==> run_1/sizes.png <==
Bar = 20 um.
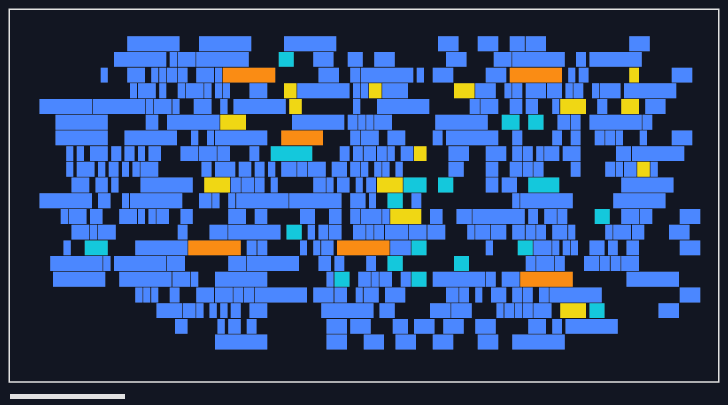
==> run_1/io_placement.png <==
Pins as bars across the die edge, other pins in grey.
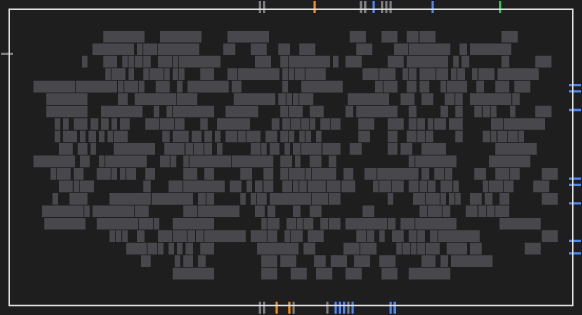
==> run_1/clocks.png <==
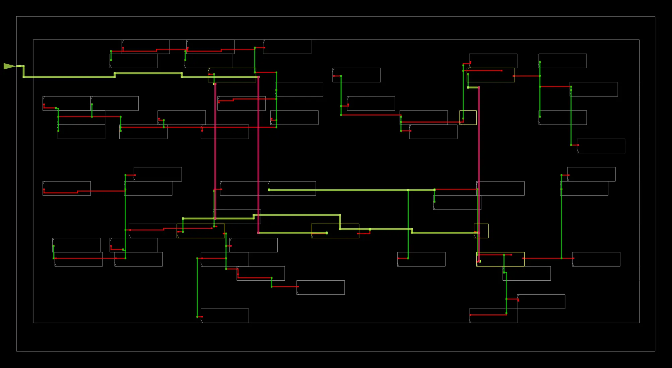
==> config.mk <==
export PLATFORM = sky130hd
export DESIGN_NAME = microwave_ctrl_flat
export DESIGN_NICKNAME = d
export VERILOG_FILES = /design/src/rtl/microwave_pkg.sv /design/src/rtl/microwave_ctrl_if.sv /design/src/rtl/bcd_mmss_down.sv /design/src/rtl/microwave_ctrl.sv /design/src/flat_wrapper.sv
export SDC_FILE = /design/constraint.sdc
export NUM_CORES = 1
export LEC_CHECK = 0
export CORE_ASPECT_RATIO = 0.5
export CORE_MARGIN = 3
export CORE_UTILIZATION = 45
export CTS_CLUSTER_SIZE = 40
export DETAILED_ROUTE_END_ITERATION = 6
export PLACE_DENSITY = 0.66
export SETUP_SLACK_MARGIN = 0.15
export SYNTH_ARGS = -nofsm -noshare
export SYNTH_HDL_FRONTEND = slang
export SYNTH_SLANG_ARGS = --single-unit
==> constraint.sdc <==
create_clock -name clk -period 3.01 [get_ports clk]
set_clock_uncertainty 0.15 [all_clocks]
set_input_delay 0.4515 -clock clk [delete_from_list [all_inputs] [get_ports clk]]
set_output_delay 0.4515 -clock clk [all_outputs]
set_load 0.01 [all_outputs]
==> src/rtl/microwave_pkg.sv <==
// Shared types and constants for the microwave oven sequencer.
// State encoding is visible on state_o, so the values are fixed.
package microwave_pkg;

  localparam int BCD_W  = 4;
  localparam int TIME_W = 4 * BCD_W;

  typedef enum logic [2:0] {
    ST_IDLE  = 3'd0,
    ST_SET   = 3'd1,
    ST_COOK  = 3'd2,
    ST_PAUSE = 3'd3,
    ST_DONE  = 3'd4
  } state_e;

  // Width of a counter that runs 0..n-1; never narrower than one bit.
  function automatic int cnt_width(input int n);
    return (n <= 2) ? 1 : $clog2(n);
  endfunction

endpackage

==> src/rtl/microwave_ctrl_if.sv <==
// Button, keypad, door and display/actuator signals of the oven sequencer.
// master drives the buttons (panel/testbench), slave is the controller.
interface microwave_ctrl_if;

  logic                             startn;
  logic                             stopn;
  logic                             clearn;
  logic                             door_closed;
  logic                             key_valid;
  logic [microwave_pkg::BCD_W-1:0]  key_digit;
  logic                             mag_on;
  logic                             timer_done;
  logic                             beep;
  logic [microwave_pkg::TIME_W-1:0] time_bcd;
  logic [2:0]                       state_o;

  modport master (
    output startn, stopn, clearn, door_closed, key_valid, key_digit,
    input  mag_on, timer_done, beep, time_bcd, state_o
  );

  modport slave (
    input  startn, stopn, clearn, door_closed, key_valid, key_digit,
    output mag_on, timer_done, beep, time_bcd, state_o
  );

endinterface

==> src/rtl/bcd_mmss_down.sv <==
// MM:SS BCD time register: clear, load, keypad shift-in and one-second decrement.
// Seconds wrap to 59 on borrow; minutes wrap to 99.
module bcd_mmss_down
  import microwave_pkg::*;
(
  input  logic              clk,
  input  logic              resetn,
  input  logic              clr_i,
  input  logic              load_i,
  input  logic [TIME_W-1:0] load_val_i,
  input  logic              shift_i,
  input  logic [BCD_W-1:0]  digit_i,
  input  logic              dec_i,
  output logic [TIME_W-1:0] time_o,
  output logic              is_zero_o,
  output logic              is_one_o
);

  // Per-digit value taken after a borrow: {m1,m0,s1,s0}
  localparam logic [TIME_W-1:0] WRAP_BCD = 16'h9959;

  logic [TIME_W-1:0] time_q;
  logic [TIME_W-1:0] time_d;
  logic [TIME_W-1:0] dec_val;
  logic [3:0]        borrow;

  assign borrow[0] = 1'b1;

  generate
    for (genvar gi = 0; gi < 4; gi++) begin : g_digit
      logic [BCD_W-1:0] d;
      assign d = time_q[gi*BCD_W +: BCD_W];
      assign dec_val[gi*BCD_W +: BCD_W] =
          !borrow[gi]  ? d :
          (d == '0)    ? WRAP_BCD[gi*BCD_W +: BCD_W] :
                         d - BCD_W'(1);
      if (gi < 3) begin : g_borrow
        assign borrow[gi+1] = borrow[gi] & (d == '0);
      end
    end
  endgenerate

  always_comb begin
    time_d = time_q;
    if (clr_i) begin
      time_d = '0;
    end else if (load_i) begin
      time_d = load_val_i;
    end else if (dec_i) begin
      time_d = dec_val;
    end else if (shift_i) begin
      time_d = {time_q[TIME_W-BCD_W-1:0], digit_i};
    end
  end

  always_ff @(posedge clk or negedge resetn) begin
    if (!resetn) begin
      time_q <= '0;
    end else begin
      time_q <= time_d;
    end
  end

  assign time_o    = time_q;
  assign is_zero_o = (time_q == '0);
  assign is_one_o  = (time_q == TIME_W'(1));

endmodule

==> src/rtl/microwave_ctrl.sv <==
// Oven sequencer: keypad entry, 1 Hz BCD countdown, magnetron enable and buzzer timing.
// One FSM arbitrates buttons, door and tick in a fixed per-cycle priority.
module microwave_ctrl
  import microwave_pkg::*;
#(
  parameter int                CLK_HZ          = 50_000_000,
  parameter logic [TIME_W-1:0] QUICK_START_BCD = 16'h0030,
  parameter int                BEEP_SEC        = 3
) (
  input  logic              clk,
  input  logic              resetn,
  microwave_ctrl_if.slave   mw
);

  localparam int            PW        = cnt_width(CLK_HZ);
  localparam int            BW        = cnt_width(BEEP_SEC);
  localparam logic [PW-1:0] PRESC_MAX = PW'(CLK_HZ - 1);
  localparam logic [BW-1:0] BEEP_MAX  = BW'(BEEP_SEC - 1);

  state_e            state_q, state_d;
  logic [PW-1:0]     presc_q, presc_d;
  logic [BW-1:0]     beep_cnt_q, beep_cnt_d;
  logic              timer_done_q, timer_done_d;
  logic              beep_q;

  logic              clr, load, shift, dec;
  logic [TIME_W-1:0] time_bcd;
  logic              is_zero, is_one;
  logic              counting, tick, key_ok, shifted_nz, any_button;

  bcd_mmss_down u_time (
    .clk        (clk),
    .resetn     (resetn),
    .clr_i      (clr),
    .load_i     (load),
    .load_val_i (QUICK_START_BCD),
    .shift_i    (shift),
    .digit_i    (mw.key_digit),
    .dec_i      (dec),
    .time_o     (time_bcd),
    .is_zero_o  (is_zero),
    .is_one_o   (is_one)
  );

  assign counting   = (state_q == ST_COOK) || (state_q == ST_DONE);
  assign tick       = counting && (presc_q == PRESC_MAX);
  assign key_ok     = mw.key_valid && (mw.key_digit <= BCD_W'(9));
  assign shifted_nz = (time_bcd[TIME_W-BCD_W-1:0] != '0) || (mw.key_digit != '0);
  assign any_button = mw.startn || mw.stopn || mw.clearn;

  always_comb begin
    state_d      = state_q;
    clr          = 1'b0;
    load         = 1'b0;
    shift        = 1'b0;
    dec          = 1'b0;
    timer_done_d = 1'b0;
    beep_cnt_d   = beep_cnt_q;
    presc_d      = '0;

    case (state_q)
      ST_IDLE, ST_SET: begin
        if (mw.clearn) begin
          clr     = 1'b1;
          state_d = ST_IDLE;
        end else if (!mw.stopn) begin
          // Start with the door open falls through so a key in the same cycle still lands.
          if (mw.startn && mw.door_closed) begin
            load    = is_zero;
            state_d = ST_COOK;
          end else if (key_ok) begin
            shift   = 1'b1;
            state_d = shifted_nz ? ST_SET : ST_IDLE;
          end
        end
      end
      ST_COOK: begin
        if (mw.clearn) begin
          clr     = 1'b1;
          state_d = ST_IDLE;
        end else if (mw.stopn || !mw.door_closed) begin
          state_d = ST_PAUSE;
        end else if (tick) begin
          dec = 1'b1;
          if (is_one) begin
            timer_done_d = 1'b1;
            state_d      = ST_DONE;
          end
        end
      end
      ST_PAUSE: begin
        if (mw.clearn || mw.stopn) begin
          clr     = 1'b1;
          state_d = ST_IDLE;
        end else if (mw.startn && mw.door_closed) begin
          state_d = ST_COOK;
        end
      end
      ST_DONE: begin
        if (any_button || !mw.door_closed) begin
          state_d = ST_IDLE;
        end else if (tick) begin
          if (beep_cnt_q == BEEP_MAX) begin
            state_d = ST_IDLE;
          end else begin
            beep_cnt_d = beep_cnt_q + BW'(1);
          end
        end
      end
      default: state_d = ST_IDLE;
    endcase

    // Every state change restarts the second and the beep count.
    if (state_d != state_q) begin
      beep_cnt_d = '0;
    end else if (counting && !tick) begin
      presc_d = presc_q + PW'(1);
    end
  end

  always_ff @(posedge clk or negedge resetn) begin
    if (!resetn) begin
      state_q      <= ST_IDLE;
      presc_q      <= '0;
      beep_cnt_q   <= '0;
      timer_done_q <= 1'b0;
      beep_q       <= 1'b0;
    end else begin
      state_q      <= state_d;
      presc_q      <= presc_d;
      beep_cnt_q   <= beep_cnt_d;
      timer_done_q <= timer_done_d;
      beep_q       <= (state_d == ST_DONE);
    end
  end

  // Combinational so an opening door cuts the magnetron without waiting for a clock.
  assign mw.mag_on     = (state_q == ST_COOK) && mw.door_closed;
  assign mw.timer_done = timer_done_q;
  assign mw.beep       = beep_q;
  assign mw.time_bcd   = time_bcd;
  assign mw.state_o    = state_q;

endmodule

==> src/flat_wrapper.sv <==
// flat-port wrapper written by rule: the top's interface ports become plain ports
module microwave_ctrl_flat import microwave_pkg::*;
#(
  parameter int                CLK_HZ          = 50_000_000,
  parameter logic [TIME_W-1:0] QUICK_START_BCD = 16'h0030,
  parameter int                BEEP_SEC        = 3
)
  (clk, resetn, mw_startn, mw_stopn, mw_clearn, mw_door_closed, mw_key_valid, mw_key_digit, mw_mag_on, mw_timer_done, mw_beep, mw_time_bcd, mw_state_o);
  microwave_ctrl_if mw_i ();
  input  logic clk;
  input  logic resetn;
  input wire logic [$bits(mw_i.startn)-1:0] mw_startn;
  input wire logic [$bits(mw_i.stopn)-1:0] mw_stopn;
  input wire logic [$bits(mw_i.clearn)-1:0] mw_clearn;
  input wire logic [$bits(mw_i.door_closed)-1:0] mw_door_closed;
  input wire logic [$bits(mw_i.key_valid)-1:0] mw_key_valid;
  input wire logic [$bits(mw_i.key_digit)-1:0] mw_key_digit;
  output wire logic [$bits(mw_i.mag_on)-1:0] mw_mag_on;
  output wire logic [$bits(mw_i.timer_done)-1:0] mw_timer_done;
  output wire logic [$bits(mw_i.beep)-1:0] mw_beep;
  output wire logic [$bits(mw_i.time_bcd)-1:0] mw_time_bcd;
  output wire logic [$bits(mw_i.state_o)-1:0] mw_state_o;
  assign mw_i.startn = mw_startn;
  assign mw_i.stopn = mw_stopn;
  assign mw_i.clearn = mw_clearn;
  assign mw_i.door_closed = mw_door_closed;
  assign mw_i.key_valid = mw_key_valid;
  assign mw_i.key_digit = mw_key_digit;
  assign mw_mag_on = mw_i.mag_on;
  assign mw_timer_done = mw_i.timer_done;
  assign mw_beep = mw_i.beep;
  assign mw_time_bcd = mw_i.time_bcd;
  assign mw_state_o = mw_i.state_o;
  microwave_ctrl #(.CLK_HZ(CLK_HZ), .QUICK_START_BCD(QUICK_START_BCD), .BEEP_SEC(BEEP_SEC)) u_core (.clk(clk), .resetn(resetn), .mw(mw_i));
endmodule
==> PnR_summary.wiki, run 1 <==
== Metrics ==
{| class="wikitable"
! Metric !! Value
|-
| Run status || complete, no violations
|-
| Proportion of power drawn by combinational gates || 0.180
|-
| Final hold slack || 0.341 ns
|-
| Total via count after detailed routing || 2798
|-
| Post-synthesis average cell area || ~8.6 um2
|-
| Cell-internal power || 1100 uW
|-
| Worst Path Buf+Inv || 0
|-
| Routed metal-1 wirelength || approximately 3.5 mm
|-
| Top cell excl fill/tap || sky130_fd_sc_hd__nor2_1
|-
| CTS hold repair buffers || 1
|-
| Max Fanout on Critical Path || 10
|-
| Count of maximum capacitance violations || 0
|-
| Met2 routing resource usage after global routing || 0.332
|-
| Switching power || 446 uW
|-
| Cell area after synthesis || 3060 um2
|-
| Tightest Pin Transition || 0.511 ns
|-
| Crit path kind || reg2reg
|-
| Diode count || 0
|-
| # rows || 20
|-
| Async S/R FF share, synth || 1.00
|-
| First-pass GRT wire length || 13.1 mm
|-
| Main flop type || sky130_fd_sc_hd__dfrtp_1
|-
| Post-DR vias/cell || 5.83
|-
| Post-Place Cell Area || 3520 um2
|-
| Total placed cells including tap cells || 472
|-
| Tally of unique sky130hd cells used after synthesis || 57
|-
| Largest net degree at the start of global routing || 32
|-
| Post-Route Setup TNS || 0 ns
|-
| Required @ worst endpoint || 3.03 ns
|-
| Hold Path Depth || 1
|-
| Total power after layout || 1550 uW
|-
| Sequential power || 706 uW
|-
| Post-synth EDFFs || 0
|-
| Routed length per placed instance || 15.7 um
|-
| Inverters excl. clock || 11
|-
| Adder Share, Synth || 0.00818
|-
| Via count of the first global-routing pass || between 2000 and 3000
|-
| Fraction of layout cells with a size suffix above 1 || 0.0969
|-
| Share of the synthesized netlist area taken by xor and xnor gates || 0.0744
|-
| Clock H-tree levels || 2
|-
| Met1 layer usage reported by global route || 0.283
|-
| Max clock buf depth || 2
|-
| FP Util || 0.483
|-
| Core area || around 6300 um2
|-
| Sequential power share || 0.457
|-
| Clk root buf || sky130_fd_sc_hd__clkbuf_16
|-
| Fill cell total of the finished layout || ~590
|-
| Number of tapcells || 88
|-
| Top Usage Layer GRT || met2
|-
| Top Layout Cells || sky130_fd_sc_hd__nor2_1 (50), sky130_fd_sc_hd__dfrtp_1 (49), sky130_fd_sc_hd__clkdlybuf4s50_1 (31), sky130_fd_sc_hd__nand2_1 (25), sky130_fd_sc_hd__nand3_1 (22)
|-
| Final max-slew violation count || 0
|-
| Startpoint types || register
|-
| HPWL Detailed || 5.38 mm
|-
| Critical Path Max Stage Delay || 0.65 ns
|-
| Routed wire length on met2 || 3.58 mm
|-
| Worst max-slew margin expressed relative to the limit || 0.657
|-
| Met3 routed WL || roughly 340 um
|-
| Sw Ratio || 0.289
|-
| Area share of buffers outside the clock network || 0.118
|-
| Remaining antenna violation count || 0
|-
| Remaining global-route overflow || 0
|-
| Finished Layout Cells || 480
|-
| Postcts setup bufs || 0
|-
| Top cell area share || 0.401
|-
| Tally of yosys warning messages || 0
|-
| Instance count on the critical path || 7
|-
| Launch instance of the worst min-delay path || u_core.presc_q[0]
|-
| Most instantiated cells after synthesis || sky130_fd_sc_hd__nor2_1 (50), sky130_fd_sc_hd__dfrtp_1 (49), sky130_fd_sc_hd__nand2_1 (25)
|-
| Min Clock Period, post-route || 2.62 ns
|-
| Critical R2R Launch || u_core.presc_q[0]
|-
| Mi-comb count || roughly 280
|-
| Synthesized-area fraction occupied by and/or/nand/nor cells || 0.313
|-
| Min-delay worst type || reg2reg
|-
| Area of the synthesized netlist per yosys stat || 3060 um2
|-
| Setup slack on the worst flop-to-flop path || slightly below 0.4 ns
|-
| Dominant class by area || combinational gates
|-
| Total DRC errors in the routed layout || 0
|-
| Worst-case setup slack after placement || about 0.15 ns
|-
| Gr usage total || 0.207
|-
| Net count, final || 405
|-
| Main logic family || simple AND/OR/NAND/NOR gates
|-
| Share of cell area taken by flip-flops and latches || 0.333
|-
| Final GP Congestion || 0.912
|-
| Unrepaired setup endpoints after global routing || no
|-
| Max IR drop VDD || 206 uV
|}
## Picture notes: sizes.png
[cyan] _3 and _4 cells | cells: 18 | share: 4.6% | most used: buf_4
[blue] _0 and _1 cells | cells: 354 | share: 90% | most used: nor2_1
[orange] _6 and larger | cells: 6 | share: 1.5% | most used: clkbuf_16
[yellow] _2 cells | cells: 14 | share: 3.6% | most used: or2_2
Non-CTS buffers: 46
layout-stage area growth over the synthesis result: 20.4%
fin worst setup slack: 0.388 ns
final design area excluding fillers: 3680 um2

## Picture notes: io_placement.png
[green] resetn | pins: 1 | direction: input | edge: top
[blue] mw_time_bcd | pins: 16 | direction: output | edge: 8 right, 6 bottom, 2 top
[orange] mw_state_o | pins: 3 | direction: output | edge: 2 bottom, 1 top
die y size: 64.3 um
die boundary width: 123 um
input/output buffers: 32

## Picture notes: clocks.png
flip-flops: 49
count of clock buffers in the final design: 5
clk ins delay skew pair: 0.30 ns
reported clock group power: 561 uW
clock sink count: 49

==> run 1 -> run 2 <==
SKIP_CTS_REPAIR_TIMING = 1   (was default)
SYNTH_HIERARCHICAL = 1   (was default)
==> PnR_summary.wiki, run 2 <==
== Metrics ==
{| class="wikitable"
! Metric !! Value
|-
| Startpoint types || register (unchanged)
|-
| Sw Ratio || 0.290 (was 0.289)
|-
| Sequential power share || 0.396 (was 0.457)
|-
| Max IR drop VDD || 201 uV (was 206 uV)
|-
| Fraction of layout cells with a size suffix above 1 || 0.189 (was 0.0969)
|-
| Required @ worst endpoint || 3.02 ns (was 3.03 ns)
|-
| # rows || 20 (unchanged)
|-
| Max Fanout on Critical Path || 13 (was 10)
|-
| Switching power || 512 uW (was 446 uW)
|-
| Proportion of power drawn by combinational gates || 0.241 (was 0.180)
|-
| Post-synthesis average cell area || 8.82 um2 (was 8.60 um2)
|-
| Sequential power || 700 uW (was 706 uW)
|-
| Post-Route Setup TNS || 0 ns (unchanged)
|-
| Dominant class by area || combinational gates (unchanged)
|-
| Total placed cells including tap cells || 501 (was 472)
|-
| Clock H-tree levels || 2 (unchanged)
|-
| Fill cell total of the finished layout || 508 (was 589)
|-
| Min-delay worst type || in2async (was reg2reg)
|-
| Clock sink count || 49 (unchanged)
|-
| Met3 routed WL || 518 um (was 343 um)
|-
| Count of clock buffers in the final design || 6 (was 5)
|-
| Synthesized-area fraction occupied by and/or/nand/nor cells || 0.306 (was 0.313)
|-
| Top cell area share || 0.385 (was 0.401)
|-
| Share of the synthesized netlist area taken by xor and xnor gates || 0.0715 (was 0.0744)
|-
| Core area || 6460 um2 (was 6330 um2)
|-
| Count of maximum capacitance violations || 0 (unchanged)
|-
| Total power after layout || 1770 uW (was 1550 uW)
|-
| Tally of unique sky130hd cells used after synthesis || 58 (was 57)
|-
| Critical R2R Launch || u_core/u_time/time_o[10] (was u_core.presc_q[0])
|-
| Critical Path Max Stage Delay || 0.58 ns (was 0.65 ns)
|-
| Final GP Congestion || 0.880 (was 0.912)
|-
| Unrepaired setup endpoints after global routing || no (unchanged)
|-
| Routed metal-1 wirelength || 4.03 mm (was 3.51 mm)
|-
| Diode count || 0 (unchanged)
|-
| Post-DR vias/cell || 6.04 (was 5.83)
|-
| Routed wire length on met2 || 4.40 mm (was 3.58 mm)
|-
| Min Clock Period, post-route || 2.77 ns (was 2.62 ns)
|-
| Top cell excl fill/tap || sky130_fd_sc_hd__dfrtp_1 (was sky130_fd_sc_hd__nor2_1)
|-
| Async S/R FF share, synth || 1.00 (unchanged)
|-
| Post-synth EDFFs || 0 (unchanged)
|-
| Net count, final || 447 (was 405)
|-
| Gr usage total || 0.209 (was 0.207)
|-
| Max clock buf depth || 2 (unchanged)
|-
| HPWL Detailed || 5.73 mm (was 5.38 mm)
|-
| Area share of buffers outside the clock network || 0.176 (was 0.118)
|-
| Run status || complete, no violations (unchanged)
|-
| Worst max-slew margin expressed relative to the limit || 0.461 (was 0.657)
|-
| FP Util || 0.493 (was 0.483)
|-
| Area of the synthesized netlist per yosys stat || 3190 um2 (was 3060 um2)
|-
| Clk ins delay skew pair || 0.29 ns (was 0.30 ns)
|-
| Worst-case setup slack after placement || 0.000469 ns (was 0.148 ns)
|-
| Inverters excl. clock || 8 (was 11)
|-
| Total via count after detailed routing || 3158 (was 2798)
|-
| Total DRC errors in the routed layout || 0 (unchanged)
|-
| Fin worst setup slack || 0.240 ns (was 0.388 ns)
|-
| Tally of yosys warning messages || 6 (was 0)
|-
| Crit path kind || reg2reg (unchanged)
|-
| Cell-internal power || 1260 uW (was 1100 uW)
|-
| Non-CTS buffers || 74 (was 46)
|-
| Share of cell area taken by flip-flops and latches || 0.286 (was 0.333)
|-
| Main flop type || sky130_fd_sc_hd__dfrtp_1 (unchanged)
|-
| Main logic family || simple AND/OR/NAND/NOR gates (unchanged)
|-
| Adder Share, Synth || 0.00786 (was 0.00818)
|-
| Top Usage Layer GRT || met2 (unchanged)
|-
| Tightest Pin Transition || 0.809 ns (was 0.511 ns)
|-
| Flip-flops || 49 (unchanged)
|-
| Met1 layer usage reported by global route || 0.267 (was 0.283)
|-
| Worst Path Buf+Inv || 3 (was 0)
|-
| Met2 routing resource usage after global routing || 0.368 (was 0.332)
|-
| Reported clock group power || 641 uW (was 561 uW)
|-
| Final hold slack || 0.104 ns (was 0.341 ns)
|-
| Number of tapcells || 88 (unchanged)
|}
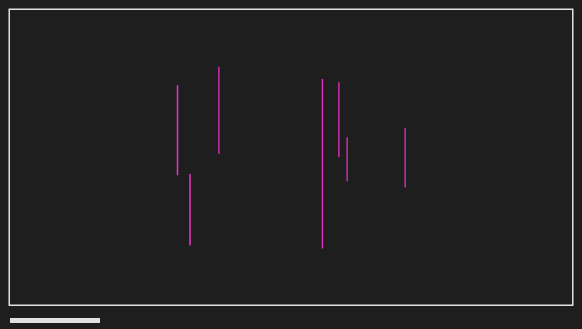
(run_2/layer_met4.png)
Bar = 20 um.
main direction: vertical
wire length on this layer: 131 um

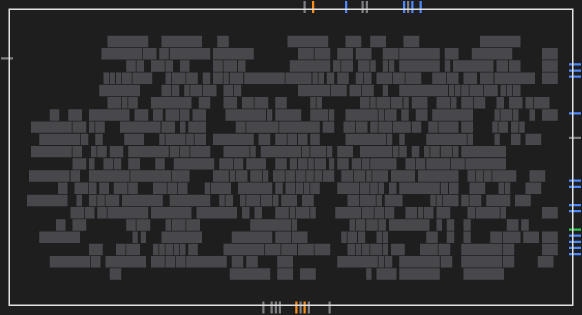
(run_2/io_placement.png)
Pins as bars across the die edge, other pins in grey.
[blue] mw_time_bcd | pins: 16 | direction: output | edge: 12 right, 4 top
[green] resetn | pins: 1 | direction: input | edge: right
[orange] mw_state_o | pins: 3 | direction: output | edge: 2 bottom, 1 top
die y size: 65.5 um
die boundary width: 125 um

Power is estimated from default activity; no workload was simulated.
